Fig. 1: run 1, congestion heat map
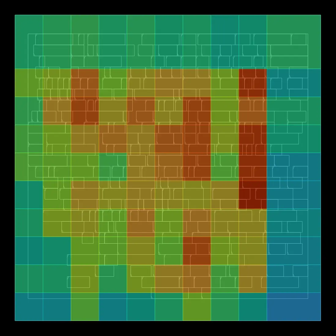
Fig. 2: run 1, a small window of the routed layout
Region (23, 38) to (53, 68) µm. Cells in gray, sequential cells in the stronger gray; small squares are vias.
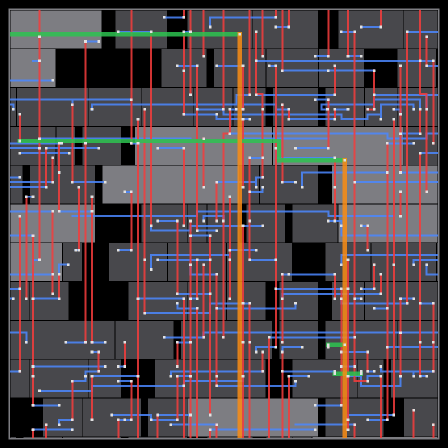
Fig. 3: run 1, wiring by layer
Scale: 4 px per µm. Two of the layers only.
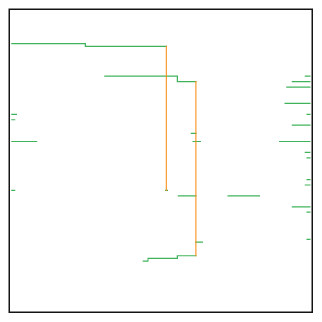
$ cat src/rtl/uart_rx_pkg.sv
// Shared types and constants for the 8N1 UART receive path.
package uart_rx_pkg;

  localparam int UART_DATA_BITS       = 8;
  localparam int DEFAULT_CLKS_PER_BIT = 434;

  typedef enum logic [1:0] {
    IDLE  = 2'd0,
    START = 2'd1,
    DATA  = 2'd2,
    STOP  = 2'd3
  } rx_state_e;

  // Two-of-three majority used for the mid-bit vote.
  function automatic logic maj3(input logic a, input logic b, input logic c);
    return (a & b) | (a & c) | (b & c);
  endfunction

endpackage

$ cat src/rtl/uart_rx_sync.sv
// Resynchronises the raw serial line, flags a 1->0 transition and provides
// a three-sample majority over the current and two previous synced samples.
module uart_rx_sync
  import uart_rx_pkg::*;
(
  input  logic clk,
  input  logic rst,
  input  logic rx_in,
  output logic rx_s,
  output logic fall,
  output logic vote
);

  logic s1;
  logic d1;
  logic d2;

  // Two-flop synchroniser plus a two-deep history; all reset to idle-high so
  // releasing reset can never look like a start edge.
  always_ff @(posedge clk or posedge rst) begin
    if (rst) begin
      s1   <= 1'b1;
      rx_s <= 1'b1;
      d1   <= 1'b1;
      d2   <= 1'b1;
    end else begin
      s1   <= rx_in;
      rx_s <= s1;
      d1   <= rx_s;
      d2   <= d1;
    end
  end

  assign fall = d1 & ~rx_s;
  assign vote = maj3(rx_s, d1, d2);

endmodule

$ cat src/rtl/uart_rx_framer.sv
// 8N1 UART receiver: start detection, mid-bit majority sampling, stop check,
// single-cycle write strobe and a saturating count of bytes lost to a full FIFO.
//
// Handshake: rx_done_signal is a one-cycle valid with rx_data valid in the same
// cycle; there is no ready. fifo_full acts as a not-ready sampled at the
// stop-bit vote point -- when high the byte is dropped and counted instead.
module uart_rx_framer
  import uart_rx_pkg::*;
#(
  parameter int CLKS_PER_BIT = DEFAULT_CLKS_PER_BIT,
  parameter int MID          = CLKS_PER_BIT / 2,
  parameter int DROP_W       = 16
) (
  input  logic                      clk,
  input  logic                      rst,
  input  logic                      rx_in,
  input  logic                      rx_enable_signal,
  input  logic                      fifo_full,
  output logic [UART_DATA_BITS-1:0] rx_data,
  output logic                      rx_done_signal,
  output logic                      frame_err,
  output logic                      busy,
  output logic [DROP_W-1:0]         drop_count
);

  localparam int CNT_W = $clog2(CLKS_PER_BIT);
  localparam logic [CNT_W-1:0] CNT_LAST = CNT_W'(CLKS_PER_BIT - 1);
  // The window covers MID-1..MID+1, so the vote is complete at MID+1.
  localparam logic [CNT_W-1:0] CNT_VOTE = CNT_W'(MID + 1);
  localparam logic [2:0]       LAST_BIT = 3'(UART_DATA_BITS - 1);

  rx_state_e                 state;
  logic [CNT_W-1:0]          cnt;
  logic [CNT_W-1:0]          cnt_next;
  logic [2:0]                bit_idx;
  logic [UART_DATA_BITS-1:0] shreg;
  logic                      rx_s;
  logic                      fall;
  logic                      vote;
  logic                      start_edge;

  uart_rx_sync u_sync (
    .clk  (clk),
    .rst  (rst),
    .rx_in(rx_in),
    .rx_s (rx_s),
    .fall (fall),
    .vote (vote)
  );

  // fall already implies rx_s low; the explicit term keeps the qualifier
  // readable as "enabled, line now low, and it was high last cycle".
  assign start_edge = rx_enable_signal & fall & ~rx_s;
  assign cnt_next   = (cnt == CNT_LAST) ? '0 : cnt + 1'b1;
  assign busy       = (state != IDLE);

  // Receive FSM with bit counter, data shift register and drop counter.
  always_ff @(posedge clk or posedge rst) begin
    if (rst) begin
      state          <= IDLE;
      cnt            <= '0;
      bit_idx        <= '0;
      shreg          <= '0;
      rx_data        <= '0;
      rx_done_signal <= 1'b0;
      frame_err      <= 1'b0;
      drop_count     <= '0;
    end else begin
      rx_done_signal <= 1'b0;
      frame_err      <= 1'b0;
      case (state)
        IDLE: begin
          cnt     <= '0;
          bit_idx <= '0;
          if (start_edge) state <= START;
        end
        START: begin
          cnt <= cnt_next;
          if (cnt == CNT_VOTE && vote) begin
            state <= IDLE;   // line went back high: glitch, not a start bit
          end else if (cnt == CNT_LAST) begin
            state   <= DATA;
            bit_idx <= '0;
          end
        end
        DATA: begin
          cnt <= cnt_next;
          if (cnt == CNT_VOTE) shreg <= {vote, shreg[UART_DATA_BITS-1:1]};
          if (cnt == CNT_LAST) begin
            if (bit_idx == LAST_BIT) state <= STOP;
            else                     bit_idx <= bit_idx + 1'b1;
          end
        end
        STOP: begin
          cnt <= cnt_next;
          // Leave at mid-stop-bit so the next start edge is never missed.
          if (cnt == CNT_VOTE) begin
            state <= IDLE;
            if (vote) begin
              rx_data <= shreg;
              if (!fifo_full)               rx_done_signal <= 1'b1;
              else if (drop_count != '1)    drop_count     <= drop_count + 1'b1;
            end else begin
              frame_err <= 1'b1;
            end
          end
        end
        default: state <= IDLE;
      endcase
    end
  end

endmodule

$ cat config.mk
export PLATFORM = sky130hd
export DESIGN_NAME = uart_rx_framer
export DESIGN_NICKNAME = d
export VERILOG_FILES = /design/src/rtl/uart_rx_pkg.sv /design/src/rtl/uart_rx_sync.sv /design/src/rtl/uart_rx_framer.sv
export SDC_FILE = /design/constraint.sdc
export NUM_CORES = 1
export LEC_CHECK = 0
export ABC_AREA = 0
export CORE_MARGIN = 3
export CORE_UTILIZATION = 49
export DETAILED_ROUTE_END_ITERATION = 10
export PLACE_DENSITY = 0.77
export SLEW_MARGIN = 20
export SYNTH_ARGS = -nofsm -noshare
export SYNTH_HDL_FRONTEND = slang
export SYNTH_HIERARCHICAL = 1
export SYNTH_SLANG_ARGS = --single-unit
$ cat constraint.sdc
create_clock -name clk -period 1.7 [get_ports clk]
set_input_delay 0.17 -clock clk [delete_from_list [all_inputs] [get_ports clk]]
set_output_delay 0.17 -clock clk [all_outputs]
set_load 0.03 [all_outputs]
==> reports/metrics.cfg, run 1 <==
[finish]
seq_area_um2=1310
drive_above_1_share=0.374
final_cells=317
n_all_inverters=5
layout.cells.most_common=dfrtp_1
largest_cell_class=sequential cells
clock_cell_area_share=0.0269
nonClkBufAreaFrac=0.196
sh_seq_area=0.402
logic_gate_count=134
comb_area_um2=1140
lay_top_cells=46 x dfrtp_1, 27 x buf_4, 23 x clkdlybuf4s50_1
sh_comb_area=0.349
diodes=0
fin_nets=275
area_growth_pct=37.9
fin_area_um2=3250

[floorplan]
row_count=24
die_width_um=75.4
die_y_um=75.4
core_area_um2=4500
num_io_pins=32
initial_core_util=0.524
die_area_um2=5680
nWellTaps=52

[run]
log.warning_count=31
maxCapViolations=0

[worst_setup_path]
startpoint_type=flop
cp.arrival_ns=2.03
critPathMaxFanout=6
critical_path_class=flop to flop
cp_slowest_cell=dfrtp_1
endpoint_kind=flop
required_ns=1.90
path_cells=inv_1 -> ha_1 -> nor4b_4 -> nand2_4 -> nor3b_4 -> buf_6 -> mux2_2
cp_slowest_stage_delay_ns=0.38

[logic_synthesis]
synthCells=193
ys_area_um2=2360
syn_area_um2=2360
ys_async_sr_fraction=1.00
syn-mean-instance-area_um2=12.2
flop_cell=dfrtp_1
edf_count=0
synthesis.nets=204
ys_warn_count=6
yosys.stat.seqShare=0.554

[detailed_routing]
wl_per_cell_um=15.1
ant_nets=0
route.vias.total=1724
drc=0
dr.pass1.iters=4
vias_per_cell=5.44
totalWireLength_mm=4.79

[clock_network]
ctsHtreeMaxLevel=2
cts-root-buf=clkbuf_8
cts_tree=yes
clock_path_buffers=2
clock_latency_ns=0.31
cts.sink_count=52

[timing]
final_max_slew_viol_count=0
rsz0062_at_grt=true
finalSetupViolations=25
fin_ws_ns=-0.137
max_freq_ghz=0.544
finalClockPeriodUsage=1.08

[pwr]
peakVddDrop_v=0.000547
p_per_area_nw_per_um2=757
p_leak_nw=1.64

[outcome]
status=complete, but fails checks
violations=setup timing

[placement]
dp_cells=306
place_area_um2=3020

[min_path]
hold_class=primary input to asynchronous set/reset pin

[global_route]
grt_max_degree=38
grt_antenna_before_repair=0
grt_pass1_vias=1753
grt.overflow.total=0
grt_pass1_wl_mm=8.03

## Picture notes: Fig. 1
M1 GR Usage: 0.220
Total GRT Usage: 0.186
GR Util met3: 0.0422
fin util: 0.722

## Picture notes: Fig. 2
| color | layer |
|---|---|
| red | M2 |
| green | M3 |
| blue | M1 |
| orange | M4 |
cells with their middle in the window: 70
netlist names of flops here include: drop_count (6), cnt (2)
most frequent: buf_4 (12), dfrtp_1 (6)
sequential cells in the window: 8

## Picture notes: Fig. 3
| color | layer | wire length |
|---|---|---|
| orange | M4 | 79.6 µm |
| green | M3 | 143 µm |

## run 1: kinds of logic after synthesis
| logic type | after synthesis | share of synthesized area |
|---|---|---|
| multiplexers | 19 | 0.0902 |
| adder cells (fa/ha/maj) | 7 | 0.0366 |
| XOR/XNOR | 19 | 0.0706 |
| flip-flops | 52 | 0.554 |
| buffers and inverters | 7 | 0.0111 |
| AND-OR/OR-AND | 12 | 0.0355 |
| AND/OR/NAND/NOR | 77 | 0.202 |
## run 1: worst max-delay path, delay by kind of cell (launching register included)
family	cells	cell delay, ns
DFF	1	0.38
muxes	1	0.33
buffers and inverters	2	0.21
and+or+nand+nor	3	0.67
adders and majority gates	1	0.14
## run 1: final timing paths
path                                      from  depth (start not counted)                     end
max                           cnt[0]$_DFF_PP0_                          7    shreg[6]$_DFFE_PP0P_
min                                        rst                          2        cnt[5]$_DFF_PP0_
max reg2reg                   cnt[0]$_DFF_PP0_                          7    shreg[6]$_DFFE_PP0P_
min reg2reg                u_sync/s1$_DFF_PP1_                          0   u_sync/rx_s$_DFF_PP1_
max in group asynchronous                  rst                          3  rx_data[6]$_DFFE_PP0P_
min in group clk                         rx_in                          1     u_sync/s1$_DFF_PP1_
## run 1: power breakdown
group          leakage (nW)  switching, mW  internal [mW]
Sequential            0.696         0.0484           1.31
Clock                0.0479          0.406          0.288
Combinational         0.897          0.209          0.202
## run 1: cells in the mapped netlist (2+ instances only)
cell type  count  share of area
mux2_2        18          0.086
xor2_1         7          0.026
nand2_1        9          0.014
nand3_1       12          0.025
inv_1          5         0.0080
o21ai_0        3         0.0064
and3_2         5          0.016
a21oi_1        2         0.0042
dfrtp_1       48           0.51
ha_1           6          0.032
nor2_1        21          0.033
clkbuf_1       2         0.0032
dfstp_2        4          0.045
nor3_1         3         0.0064
a22o_1         2         0.0074
xnor2_1       12          0.045
nand4_1       10          0.027
## run 1: sequential cells by signal (all words and copies together) (netlist names), named ones only
register,flops
bit_idx,3
cnt,9
u_sync/d1,1
shreg,8
u_sync/s1,1
drop_count,16
u_sync/rx_s,1
u_sync/d2,1
rx_data,8
frame_err,1
state,1
rx_done_signal,1
## run 1: metrics by stage
stage	hold WS (ns)	setup TNS (ns)	power (mW)	setup slack [ns]
2_1_floorplan	0.125	-2.17	1.61	-0.119
3_3_place_gp	0.346	-0.992	1.77	-0.116
3_5_place_dp	0.347	-1.92	1.79	-0.152
4_1_cts	0.146	-2.07	2.49	-0.125
5_1_grt	0.173	-6.09	2.59	-0.274
6_report	0.146	-1.51	2.46	-0.137
## run 1: repair_timing
action | CTS | global route
setup endpoints to repair | 37 | 51
hold buffers | 0 | 0
gates resized | 14 | 20
pin swaps | 11 | 13
buffers inserted | 2 | 2
## run 1: per-layer routing
metal | vias up | share of wire | GRT usage | wire length (µm)
met1 | 862 | 0.43 | 0.220 | 2080
met5 | - | 0 | 0 | 0
met4 | 0 | 0.016 | 0.0796 | 79
met3 | 7 | 0.030 | 0.0422 | 143
met2 | 28 | 0.52 | 0.325 | 2490
li1 | 827 | - | - | -
Fig. 4: run 1, selected gate families
Scale: 6 px per µm.
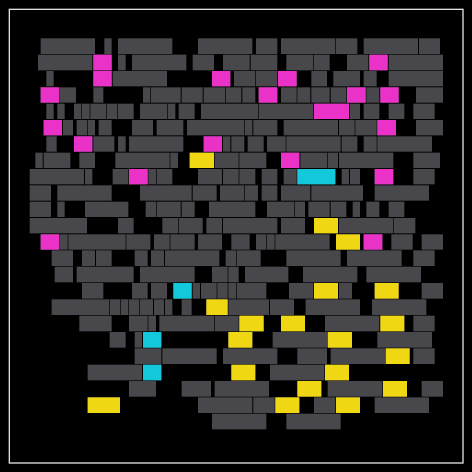

==> run 2, diff against run 1 <==
CORE_UTILIZATION = 40   (was 49)
PLACE_DENSITY = not set   (was 0.77)
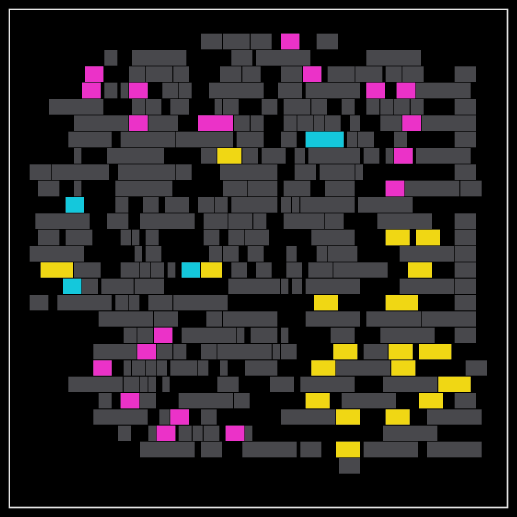
Fig. 5. Selected gate families (run 2).
Scale: 6 px per µm.
| color | family | cells |
|---|---|---|
| cyan | non-inverting ao/oa cells | 4 |
| magenta | xor and xnor cells | 19 |
| yellow | mux cells | 19 |

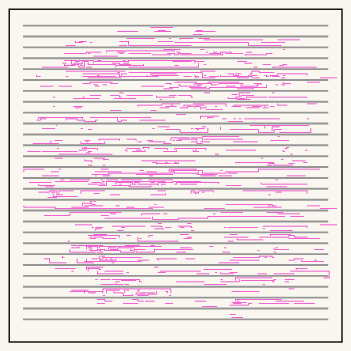
Fig. 6. Metal 1 (run 2).
Scale: 4 px per µm. Supply wires on this layer in gray.
longest straight run: 24.4 µm
share of all routed wire: 50%
wire length on this layer: 2,230 µm

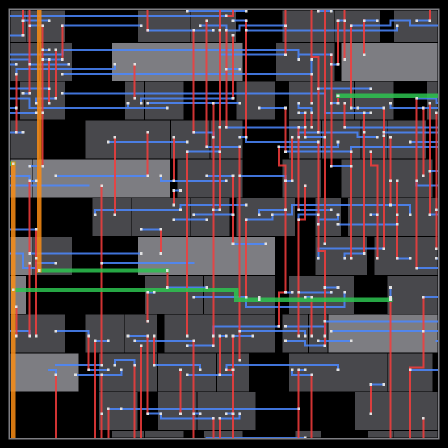
Fig. 7. A small window of the routed layout (run 2).
Region (26, 43) to (56, 73) µm. Cells in gray, sequential cells in the stronger gray; small squares are vias.
| color | layer |
|---|---|
| green | M3 |
| blue | M1 |
| red | M2 |
| orange | M4 |
most frequent: buf_4 (14), nand4_1 (4), dfrtp_1 (4)
sequential cells in the window: 6
netlist names of flops here include: drop_count (5), state (1)
cells with their middle in the window: 59

==> run 2 against run 1 <==
Effect of this change:
- the run still ends with setup timing left
- wire length down 6.3%
- combinational power increased by 9.5%
- worst hold slack improved by 0.094 ns
- register-to-register slack about the same
- sequential power about the same
- maximum frequency increased by 0.40%
- utilization fell by 13 points
- critical path type unchanged
- critical endpoint is now shreg[0]$_DFFE_PP0P_
- highest routed layer unchanged
==> reports/metrics.cfg, run 2 <==
[run]
log.warning_count=31

[clock_network]
cts.sink_count=52
clock_latency_ns=0.31

[logic_synthesis]
synthCells=193
synthMostInstantiatedCell=dfrtp_1
netlist.area_leader.share=0.509
flop_cell=dfrtp_1
area_leaders=dfrtp_1 51%, mux2_2 8.6%, dfstp_2 4.5%, xnor2_1 4.5%, nor2_1 3.3%
common_cells=48 x dfrtp_1, 21 x nor2_1, 18 x mux2_2

[outcome]
violations=setup timing
status=complete, but fails checks

[global_route]
grt_antenna_before_repair=0
grt_pass1_wl_mm=7.67
grt.overflow.total=0
grt_pass1_vias=1674

[finish]
final_cells=341
drive_above_1_share=0.413
fin_nets=279
largest_reg_flops=16

[worst_setup_path]
cp.arrival_ns=2.02
crit_family=simple AND/OR/NAND/NOR gates
critical_path_class=flop to flop

[floorplan]
core_area_um2=5610
die_width_um=82.8

[detailed_routing]
drc=0
wl_per_cell_um=13.2
route.vias.total=1678

[pwr]
peakVddDrop_v=0.000476
p_per_area_nw_per_um2=759

[timing]
finalSetupViolations=28
fin_ws_ns=-0.130
rsz0062_at_grt=true
final_max_slew_viol_count=0

[min_path]
hold_class=primary input to asynchronous set/reset pin

[placement]
dp_cells=328

## run 2: cell counts after synthesis
No cell type changed its count.
## run 2: cell families (layout without fill, tap and decap cells)
logic type	count (synthesis)	after routing	share of synthesized area
and+or+nand+nor	77	77	0.202
muxes	19	19	0.0902
adders and majority gates	7	7	0.0366
xor gates and xnor gates	19	19	0.0706
DFF	52	52	0.554
AOI/OAI and AO/OA	12	12	0.0355
buffers and inverters	7	83	0.0111
## run 2: per-stage QoR
stage | area (µm²) | worst slack (ns) | util | power (mW) | setup TNS [ns]
finish | 3350 | -0.130 | 0.597 | 2.54 | -1.92
floorplan | 2380 | -0.119 | - | 1.61 | -2.17
detailed placement | 3060 | -0.189 | 0.545 | 1.78 | -3.03
global placement | 3060 | -0.161 | 0.545 | 1.78 | -2.11
global route | 3350 | -0.237 | 0.597 | 2.70 | -5.62
CTS | 3220 | -0.145 | 0.575 | 2.54 | -2.70
## run 2: cell type report
class,count,area (µm²)
inverter,5,18.8
timing repair buffer,70,656
clock buffer,5,68.8
sequential,52,1310
fill,490,2260
tap,72,90.1
multi-input combinational,134,1180
clock inverter,3,27.5
## run 2: per-layer routing
layer	up-vias	global-route usage
li1	836	-
met2	25	0.224
met1	812	0.206
met3	5	0.0292
met5	-	0
met4	0	0.0392
## run 2: worst register-to-register path, cell delays in order (launching register included)
cell and delay (ns):
dfrtp_1 0.39, inv_1 0.06, ha_1 0.14, nor4b_4 0.29, nand2_4 0.15, nor3b_4 0.23
buf_12 0.15, mux2_2 0.32
## run 2: worst paths after layout
check                               startpoint                       end  depth (start not counted)
min in group clk                         rx_in       u_sync/s1$_DFF_PP1_                          1
hold reg to reg            u_sync/s1$_DFF_PP1_     u_sync/rx_s$_DFF_PP1_                          0
setup / recovery              cnt[0]$_DFF_PP0_      shreg[0]$_DFFE_PP0P_                          7
max in group asynchronous                  rst  rx_done_signal$_DFF_PP0_                          3
setup reg to reg              cnt[0]$_DFF_PP0_      shreg[0]$_DFFE_PP0P_                          7
hold / removal                             rst          cnt[1]$_DFF_PP0_                          3
## run 2: power breakdown
part	internal, mW	total (mW)	leakage, nW	switching [mW]
logic	0.230	0.450	0.865	0.220
registers	1.31	1.36	0.696	0.0475
clock network	0.303	0.733	0.0463	0.430
## run 2: timing repair
item | 4_1_cts | 5_1_grt
hold endpoints to repair | 0 | 0
pin swaps | 10 | 20
gates resized | 13 | 29
setup endpoints to repair | 34 | 50
setup buffers | 3 | 2
Fig. 8: run 2, wiring by layer
Scale: 4 px per µm. Two of the layers only.
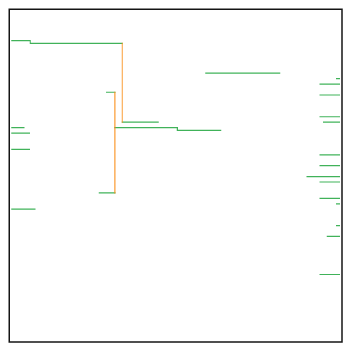

==> run 3, diff against run 2 <==
SYNTH_HIERARCHICAL = not set   (was 1)
TNS_END_PERCENT = 100   (was not set)
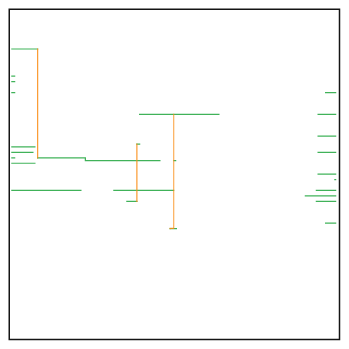
Fig. 9. Wiring by layer (run 3).
Scale: 4 px per µm. Two of the layers only.
| color | layer | wire length |
|---|---|---|
| green | M3 | 154 µm |
| orange | M4 | 71.0 µm |
Total GRT Usage: 0.150
Total Wirelength: 4.65 mm

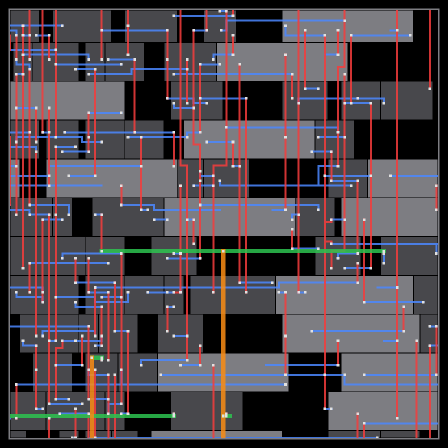
Fig. 10. A small window of the routed layout (run 3).
Region (26, 43) to (56, 73) µm. Cells in gray, sequential cells in the stronger gray; small squares are vias.
| color | layer |
|---|---|
| blue | M1 |
| red | M2 |
| green | M3 |
| orange | M4 |
sequential cells in the window: 13
most frequent: buf_4 (12), dfrtp_1 (10), nand2_1 (4)
cells with their middle in the window: 58
netlist names of flops here include: drop_count (7), shreg (3)

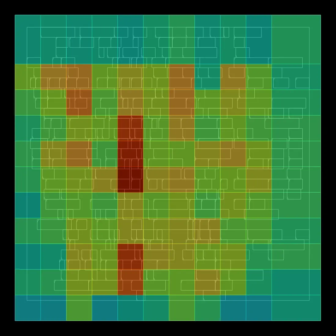
Fig. 11. Congestion heat map (run 3).
GR Layer Usage met2: 0.248
WL/cell: 13.2 µm

==> run 3 against run 2 <==
Effect of this change:
- critical endpoint is now drop_count[1]$_DFFE_PP0P_
- maximum frequency shrank 5.3%
- the flow still finishes with violations (setup timing)
- sequential power is essentially flat
- global-route usage grew 0.56 points
- sequential share of layout area shrank 0.20 points
- wire length grew 3.5%
==> reports/metrics.cfg, run 3 <==
[finish]
fillers=469
area_growth_pct=45.0
final_cells=351
largestRegisters=drop_count (16), cnt (9)
seq_area_um2=1310
largest_reg_flops=16
lay_top_cells=46 x dfrtp_1, 45 x buf_4, 23 x clkdlybuf4s50_1
diodes=0
largest-register=drop_count
drive_above_1_share=0.391
fin_nets=289
layout.cells.most_common=dfrtp_1
comb_area_um2=1080

[detailed_routing]
drc=0
vias_per_cell=4.91
ant_nets=0
route.vias.total=1722
dr.pass1.iters=4

[timing]
final_max_slew_viol_count=0
tightest_slew_ns=0.318
worst_hold_slack_ns=0.196
rsz0062_at_grt=true
finalClockPeriodUsage=1.14
finalSetupTns_ns=-2.85
max_freq_ghz=0.517
finalSetupViolations=30
fin_skew_ns=0.00399
fin_ws_ns=-0.233

[logic_synthesis]
area_leaders=dfrtp_1 52%, mux2_2 8.7%, dfstp_2 4.5%, xnor2_1 4.2%, xor2_1 3.8%
synthMostInstantiatedCell=dfrtp_1
ys_area_um2=2320
ys.flops=52
top_area_cell=dfrtp_1
syn_area_um2=2320
syn-mean-instance-area_um2=12.2
netlist.area_leader.share=0.518
flop_cell=dfrtp_1
edf_count=0
common_cells=48 x dfrtp_1, 18 x mux2_2, 17 x nor2_1
yosys.stat.seqShare=0.563
ys_async_sr_fraction=1.00
ys_warn_count=0
synthCells=191
synthesis.nets=202

[floorplan]
num_io_pins=32
core_area_um2=5570
row_count=27
initial_core_util=0.416
die_y_um=82.2
die_width_um=82.2
die_area_um2=6750

[global_route]
grt_max_degree=35
grt_pass1_vias=1723
grt.overflow.total=0
grt_pass1_wl_mm=7.71
grt_antenna_before_repair=0

[clock_network]
cts.sink_count=52
ctsHtreeMaxLevel=2
clock_latency_ns=0.30
cts_tree=yes
clock_path_buffers=2
postCtsHoldBufs=0
cts-root-buf=clkbuf_8

[min_path]
hold_class=primary input to asynchronous set/reset pin

[worst_setup_path]
r2r-end=drop_count[1]$_DFFE_PP0P_
critPathMaxFanout=6
required_ns=1.89
r2r_cells=6
endpoint_kind=flop
cp.arrival_ns=2.13
startpoint_type=flop
rr_startpoint=cnt[0]$_DFF_PP0_
critical_path_class=flop to flop

[pwr]
p_per_area_nw_per_um2=783
peakVddDrop_v=0.000457
p_leak_nw=1.71

[run]
maxCapViolations=0
log.warning_count=31

[outcome]
status=complete, but fails checks
violations=setup timing

[placement]
dp_cells=332
place.port_buffers=31

run 3: cell type report:
cell class,count,area share
multi-input cells,129,0.321
well taps,72,0.0268
clock inverters,2,0.00446
flip-flops and latches,52,0.389
repair buffers,83,0.226
clock buffers,6,0.0245
inverters,7,0.00781
run 3: metal layers:
layer	up-vias	track usage	part of all wire
li1	844	-	-
met4	0	0.0565	0.015
met2	26	0.248	0.49
met5	-	0	0
met1	844	0.187	0.46
met3	8	0.0423	0.033
run 3: kinds of logic after synthesis:
group                    share of synthesized area
AND-OR/OR-AND                               0.0323
XOR/XNOR                                    0.0792
adder cells (fa/ha/maj)                     0.0367
buffers and inverters                       0.0194
flip-flops                                   0.563
multiplexers                                0.0916
AND/OR/NAND/NOR                              0.178
run 3: worst max-delay path by stage:
| stage | to | startpoint | slack [ns] |
|---|---|---|---|
| floorplan | drop_count[5]$_DFFE_PP0P_ | drop_count[0]$_DFFE_PP0P_ | -0.34 |
| CTS | drop_count[1]$_DFFE_PP0P_ | drop_count[0]$_DFFE_PP0P_ | -0.21 |
| detailed placement | drop_count[7]$_DFFE_PP0P_ | drop_count[1]$_DFFE_PP0P_ | -0.23 |
| finish | drop_count[1]$_DFFE_PP0P_ | cnt[0]$_DFF_PP0_ | -0.23 |
| global placement | drop_count[5]$_DFFE_PP0P_ | drop_count[1]$_DFFE_PP0P_ | -0.19 |
| global route | drop_count[1]$_DFFE_PP0P_ | cnt[0]$_DFF_PP0_ | -0.29 |
run 3: critical path: stages (launching register included):
cell	delay, ns
dfrtp_1	0.39
inv_1	0.06
ha_1	0.15
and4bb_2	0.27
nand2_4	0.05
or4_4	0.58
mux2_4	0.33
run 3: metrics by stage:
stage / utilization / setup slack [ns] / area (µm²) / total power [mW]
2_1_floorplan: - / -0.339 / 2360 / 1.65
3_5_place_dp: 0.551 / -0.230 / 3070 / 1.88
6_report: 0.604 / -0.233 / 3360 / 2.63
5_1_grt: 0.604 / -0.292 / 3360 / 2.79
4_1_cts: 0.585 / -0.212 / 3260 / 2.63
3_3_place_gp: 0.551 / -0.186 / 3070 / 1.87
run 3: timing repair:
item                       CTS  global route
gates resized               10            23
pin swaps                   13            10
buffers inserted             8             3
setup endpoints to repair   32            41
run 3: power breakdown:
group	internal, mW	total, mW	switching (mW)
logic	0.272	0.517	0.245
registers	1.33	1.38	0.0481
clock network	0.330	0.739	0.409
No activity file was given, so power comes from the tool's default toggle rates.
